`src/rtl/uart_rx_sequencer.sv`:
```
// Frame controller behind the oversampling synchronizer: start/data/(parity)/stop sequencing
// into a first-word-fall-through byte FIFO. Define UART_RX_PARITY_EN to enable the parity bit.
module uart_rx_sequencer #(
    parameter int unsigned DATA_BITS  = 8,
    parameter int unsigned FIFO_DEPTH = 4,
    parameter bit          PARITY_ODD = 1'b0
) (
    input  logic                 clk,
    input  logic                 rst,
    input  logic                 baud,
    input  logic                 rx_bit,
    output logic [DATA_BITS-1:0] m_data,
    output logic                 m_valid,
    input  logic                 m_ready,
    output logic                 frame_err,
    output logic                 overrun,
    output logic                 parity_err,
    output logic [7:0]           err_count
);

    localparam int unsigned CntW  = $clog2(DATA_BITS);
    localparam int unsigned AddrW = $clog2(FIFO_DEPTH);
    localparam int unsigned PtrW  = AddrW + 1;

`ifdef UART_RX_PARITY_EN
    typedef enum logic [2:0] {StIdle, StData, StParity, StStop, StBreak} state_e;
`else
    typedef enum logic [2:0] {StIdle, StData, StStop, StBreak} state_e;
`endif

    state_e               state_q, state_d;
    logic                 baud_q;
    logic                 stb;
    logic [CntW-1:0]      bit_cnt_q;
    logic [DATA_BITS-1:0] shreg_q;
    logic                 last_bit;

    logic                 push;
    logic                 pop;
    logic                 wr_en;
    logic                 full;
    logic                 empty;
    logic                 frame_err_d;
    logic                 parity_err_d;
    logic                 overrun_d;

    logic [DATA_BITS-1:0] mem_q [FIFO_DEPTH];
    logic [PtrW-1:0]      wr_ptr_q, rd_ptr_q;

    // baud_q resets high so a baud already high at release is not taken as an edge
    assign stb      = baud & ~baud_q;
    assign last_bit = (bit_cnt_q == CntW'(DATA_BITS - 1));

    // ---------------------------------------------------------------- FSM state register
    always_ff @(posedge clk) begin
        if (rst) begin
            state_q <= StIdle;
        end else begin
            state_q <= state_d;
        end
    end

    // ---------------------------------------------------------------- FSM next state
    always_comb begin
        state_d = state_q;
        if (stb) begin
            unique case (state_q)
                StIdle: begin
                    if (!rx_bit) state_d = StData;
                end
                StData: begin
`ifdef UART_RX_PARITY_EN
                    if (last_bit) state_d = StParity;
`else
                    if (last_bit) state_d = StStop;
`endif
                end
`ifdef UART_RX_PARITY_EN
                StParity: state_d = StStop;
`endif
                StStop: state_d = rx_bit ? StIdle : StBreak;
                StBreak: begin
                    if (rx_bit) state_d = StIdle;
                end
                default: state_d = StIdle;
            endcase
        end
    end

`ifdef UART_RX_PARITY_EN
    logic parity_ok_q;

    always_ff @(posedge clk) begin
        if (rst) begin
            parity_ok_q <= 1'b1;
        end else if (stb && state_q == StParity) begin
            parity_ok_q <= ((^shreg_q) ^ rx_bit) == PARITY_ODD;
        end
    end
`endif

    // ---------------------------------------------------------------- FSM outputs
    always_comb begin
        push         = 1'b0;
        frame_err_d  = 1'b0;
        parity_err_d = 1'b0;
        if (stb && state_q == StStop) begin
            if (!rx_bit) begin
                frame_err_d = 1'b1;
            end else begin
`ifdef UART_RX_PARITY_EN
                push         = parity_ok_q;
                parity_err_d = !parity_ok_q;
`else
                push         = 1'b1;
`endif
            end
        end
    end

    // ---------------------------------------------------------------- frame datapath
    always_ff @(posedge clk) begin
        if (rst) begin
            baud_q    <= 1'b1;
            bit_cnt_q <= '0;
            shreg_q   <= '0;
        end else begin
            baud_q <= baud;
            if (stb && state_q == StIdle) begin
                bit_cnt_q <= '0;
            end
            if (stb && state_q == StData) begin
                shreg_q   <= {rx_bit, shreg_q[DATA_BITS-1:1]};
                bit_cnt_q <= bit_cnt_q + 1'b1;
            end
        end
    end

    // ---------------------------------------------------------------- receive FIFO
    assign empty     = (wr_ptr_q == rd_ptr_q);
    assign full      = (wr_ptr_q[AddrW] != rd_ptr_q[AddrW]) &&
                       (wr_ptr_q[AddrW-1:0] == rd_ptr_q[AddrW-1:0]);
    assign m_valid   = !empty;
    assign pop       = m_valid && m_ready;
    // A pop in the same cycle frees the slot, so a push into a full FIFO still lands
    assign wr_en     = push && (!full || pop);
    assign overrun_d = push && full && !pop;
    assign m_data    = empty ? '0 : mem_q[rd_ptr_q[AddrW-1:0]];

    always_ff @(posedge clk) begin
        if (wr_en) begin
            mem_q[wr_ptr_q[AddrW-1:0]] <= shreg_q;
        end
    end

    always_ff @(posedge clk) begin
        if (rst) begin
            wr_ptr_q <= '0;
            rd_ptr_q <= '0;
        end else begin
            if (wr_en) wr_ptr_q <= wr_ptr_q + 1'b1;
            if (pop)   rd_ptr_q <= rd_ptr_q + 1'b1;
        end
    end

    // ---------------------------------------------------------------- status pulses
    always_ff @(posedge clk) begin
        if (rst) begin
            frame_err <= 1'b0;
            overrun   <= 1'b0;
            err_count <= '0;
        end else begin
            frame_err <= frame_err_d;
            overrun   <= overrun_d;
            if ((frame_err_d || parity_err_d) && err_count != 8'hFF) begin
                err_count <= err_count + 1'b1;
            end
        end
    end

`ifdef UART_RX_PARITY_EN
    always_ff @(posedge clk) begin
        if (rst) begin
            parity_err <= 1'b0;
        end else begin
            parity_err <= parity_err_d;
        end
    end
`else
    assign parity_err = 1'b0;
`endif

endmodule

```
`config.mk`:
```
export PLATFORM = sky130hd
export DESIGN_NAME = uart_rx_sequencer
export DESIGN_NICKNAME = d
export VERILOG_FILES = /design/src/rtl/uart_rx_sequencer.sv
export SDC_FILE = /design/constraint.sdc
export NUM_CORES = 1
export LEC_CHECK = 0
export ABC_AREA = 0
export CAP_MARGIN = 20
export CORE_MARGIN = 5
export CORE_UTILIZATION = 55
export DETAILED_ROUTE_END_ITERATION = 10
export GPL_ROUTABILITY_DRIVEN = 0
export HOLD_SLACK_MARGIN = 0.08
export MAX_ROUTING_LAYER = met4
export PLACE_DENSITY = 0.85
export SYNTH_ARGS = -nofsm -noshare
export SYNTH_HDL_FRONTEND = slang
export SYNTH_SLANG_ARGS = --single-unit
```
`constraint.sdc`:
```
create_clock -name clk -period 2.8 [get_ports clk]
set_input_delay 0.56 -clock clk [delete_from_list [all_inputs] [get_ports clk]]
set_output_delay 0.56 -clock clk [all_outputs]
set_load 0.01 [all_outputs]
```
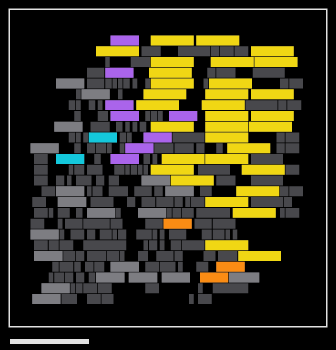
(register map, names as in the netlist)
Bar = 20 um. Other sequential cells in the stronger grey, the rest of the logic in the fainter grey.
[purple] shreg_q | placed flops: 8
[cyan] state_q | placed flops: 2
[orange] rd_ptr_q | placed flops: 3
[yellow] mem_q | placed flops: 32
sequential share of cell area: 49.9%
register area: 1600 sq um

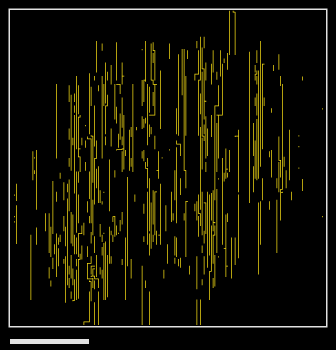
(M2 wires)
Bar = 20 um.
longest straight run: 38.1 um
main direction: vertical
via count: 1,614
met2 usage: 27.5%
Detailed Route WL: 4.53 mm

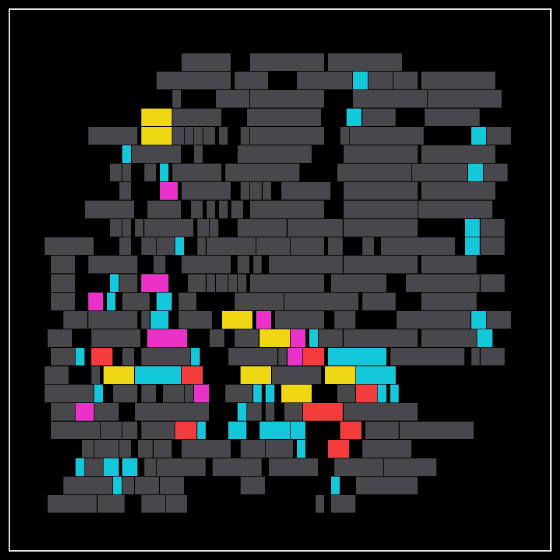
(selected gate families)
[cyan] nor cells | cells: 37
[yellow] fa/ha/maj cells | cells: 8
[magenta] and/or cells | cells: 9
[red] xor and xnor cells | cells: 8
Commonest Layout Cell: edfxtp_1
Comb area share: 32.4%
Finished Layout Cells: 311

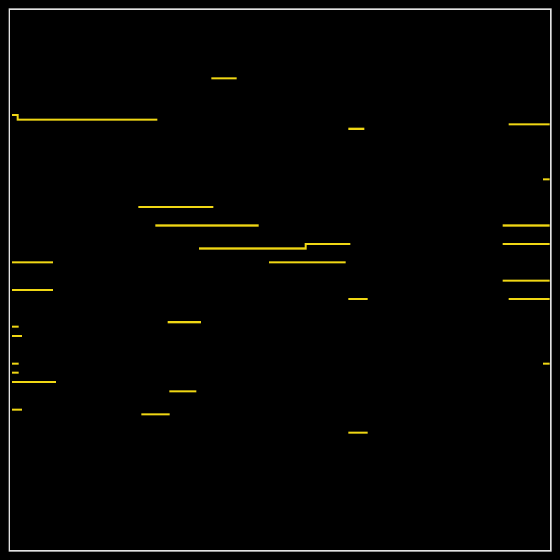
(signal wires on met3)
nets with wire on the layer: 19
wire length on this layer: 159 um
longest straight run: 20.5 um
share of all routed wire: 3.5%
main direction: horizontal

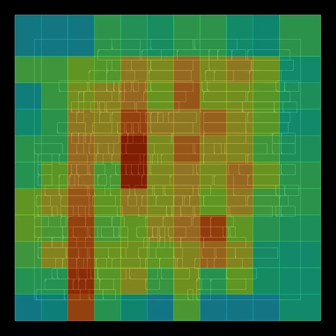
(congestion heat map)
met1 Use GR: 21.8%
Finished Core Util: 67.9%
GRT busiest layer: met2
Avg WL per Cell: 14.6 um

==> ci_impl_report.md <==
### Yosys + OpenROAD results

| Metric | Value |
|---|---|
| Tool warnings | 29 |
| Crit Path Max Fanout | 9 |
| Overall routing resource usage | 17.7% |
| Synth area leader | edfxtp_1 |
| Number of enable flip-flop cells | 32 |
| Static leakage | 1.13 nW |
| Minimum period implied by the final worst setup slack | 2.61 ns |
| Top delay family on crit path | buffers and inverters |
| Comb power frac | 1.5% |
| Flops after synth | 64 |
| CP Buf/Inv Count | 1 |
| Yosys chip area | 2680 sq um |
| Fin nets | 252 |
| Worst Setup Path Type | reg2out |
| Antenna cell count | 0 |
| Clk buf depth | 2 |
| Die area | 6360 sq um |
| Worst vdd ir | 0.480 mV |
| Power share of the clock group | 45.3% |
| Crit path DRT | 2.24 ns |
| Area growth syn-to-layout | 19.9% |
| Floorplan core density | 56.7% |
| Ys Warns | 0 |
| Post-Syn Instances | 211 |
| Core area | 4720 sq um |
| CTS tree | done |
| Vias per Instance | 5.19 |
| Slew Limit Fails | 0 |
| Worst-path clk slew | 0.07 ns |
| Hold slack | 0.464 ns |
| Die width | 79.8 um |
| Pre-CTS setup slack | 0.157 ns |
| Initial DRC Count | 57 |
| Rel. slew slack | 57.7% |
| Sw Ratio | 19.6% |
| Dominant register cell | edfxtp_1 |
| Pwr Density | 572 nW/um^2 |
| Max incr delay on CP | 0.55 ns |
| Worst path slowest cell | clkdlybuf4s50_1 |
| Synth Cell Area | 2680 sq um |
| Register share after synthesis | 59.8% |
| Remaining DRCs | 0 |
| Syn avg cell area | 12.7 sq um |
| Total grt overflow | 0 |
| Crit-path cells | xor2_1, nor3_4, nor2b_1, clkdlybuf4s50_1 |
| Status | complete, no violations |
| CTS Buf Count | 9 |
| Share of post-route cells with drive strength above 1 | 16.4% |
| Synth cell count leaders | dfxtp_1 (32), edfxtp_1 (32), nand2_1 (21), nor2_1 (19) |
| Final setup TNS | 0 ns |
| Hold Vio Cnt, Final | 0 |
| # setup viols final | 0 |
| Port Buf Inserts | 23 |
| H-tree depth | 3 |
| Initial antenna violation count | 0 |
| Clk_skew | 0.00995 ns |
| Cell-internal power | 1.47 mW |
| Placed cell count | 295 |
| I/O Pins | 25 |
| Post-DRT Antenna Nets | 0 |
| Syn_nets | 224 |
| Yosys cell count | 211 |
| # Max-Cap Violations | 0 |
| Reg power frac | 53.2% |
| Actual slew at the worst max-slew pin | 0.632 ns |
| Async set-or-reset flop fraction in the synthesized netlist | 0% |
| Post-DP HPWL | 3.07 mm |
| Vias in the first global route | 1,637 |
| # hold bufs at CTS | 0 |
| Global-route wire length before repair | 8.17 mm |
| Clock sinks | 64 |
| Crit path launch type | flip-flop |
| Top cells by area | edfxtp_1 (36%), dfxtp_1 (24%), mux4_2 (6.7%) |
| Clock latency at the later pin of the worst-skew pair | 0.34 ns |
| Critical path arrival | 2.05 ns |
| Largest net degree at the start of global routing | 20 |
| Die height | 79.8 um |
| Fmax | 383 MHz |
| Top-area cell share | 35.9% |
| Period utilization | 93.3% |
| DRT Pass-1 Iters | 4 |
| Row count | 25 |
| Final worst setup slack | 0.187 ns |
| Psw | 361 uW |
| CP endpoint kind | primary output |
| Unrepaired setup endpoints after global routing | false |
| Clk root buf | clkbuf_8 |
| Post-synthesis cell type count | 43 |
| Min-Delay Path Class | reg2reg |
logic make-up after synthesis:
logic type | synth area share (%)
AOI/OAI and AO/OA | 5.65
xor gates and xnor gates | 2.62
adders and majority gates | 3.74
buffers and inverters | 2.06
DFF | 59.8
muxes | 9.91
other | 0.140
and+or+nand+nor | 16.1
registers in the layout (all words and copies together), names as in the netlist, named ones only:
name / count
mem_q: 32
err_count: 8
shreg_q: 8
bit_cnt_q: 3
rd_ptr_q: 3
wr_ptr_q: 3
state_q: 2
baud_q: 1
frame_err: 1
overrun: 1
final cells by class:
cell class                 count  area, sq um
tap                           67         83.8
clock buffer                  12          166
inverter                       4         15.0
fill                         333         1510
sequential                    64         1600
multi-input combinational    134         1040
timing repair buffer          26          253
clock inverter                 4         48.8
worst reg2reg max path, delay by kind of cell (launching register included):
kind	cells	cell delay, ns
xor gates and xnor gates	1	0.46
and+or+nand+nor	3	0.86
DFF	1	0.41
what timing repair did:
| item | CTS | global route |
|---|---|---|
| gates resized | 2 | 2 |
| setup endpoints to repair | 9 | 9 |
| setup buffers | 0 | 0 |
| cloned | 0 | 0 |
worst paths after layout:
path | slack, ns | cells past startpoint | from | to
max | 0.19 | 4 | wr_ptr_q[1]$_SDFFE_PP0P_ | m_data[6]
min | 0.46 | 2 | bit_cnt_q[1]$_SDFFE_PP0P_ | bit_cnt_q[1]$_SDFFE_PP0P_
max reg2reg | 0.72 | 4 | wr_ptr_q[1]$_SDFFE_PP0P_ | mem_q[0][6]$_DFFE_PP_
min reg2reg | 0.46 | 2 | bit_cnt_q[1]$_SDFFE_PP0P_ | bit_cnt_q[1]$_SDFFE_PP0P_
power groups by stage:
stage	Sequential (mW)	Clock, mW	Combinational (mW)
floorplan	0.997	0	0.0158
global route	0.976	0.891	0.0303
global placement	0.997	0	0.0270
finish	0.977	0.831	0.0273
detailed placement	0.997	0	0.0272
CTS	0.977	0.841	0.0274
metrics by stage:
stage                     instance area, sq um  power (mW)
after floorplan                           2680        1.01
after global placement                    2970        1.02
after detailed placement                  2970        1.02
after CTS                                 3200        1.84
after global routing                      3210        1.90
final                                     3210        1.84
metal layers:
layer / share of wire [%] / GRT usage (%) / vias to the layer above
met5: 0 / - / -
met4: 2.4 / 9.12 / 0
met3: 3.5 / 4.06 / 13
met2: 49 / 27.5 / 28
met1: 45 / 21.8 / 762
li1: - / - / 811
placed cells by master (no fill, tap or decap), types with 2 or more instances in the layout:
cell type	instances
mux4_2	8
buf_4	3
clkdlybuf4s50_1	23
mux2_2	4
edfxtp_1	32
a22oi_1	2
and2_1	3
nand3_1	5
nor2_1	19
o21ai_0	2
xor2_1	6
a21oi_1	12
clkbuf_8	10
nand2_1	21
o2111ai_1	2
ha_1	8
dfxtp_1	31
nor2b_1	12
inv_1	4
nor3b_1	2
mux2i_1	4
nand2b_1	3
Power and IR drop assume default switching activity.
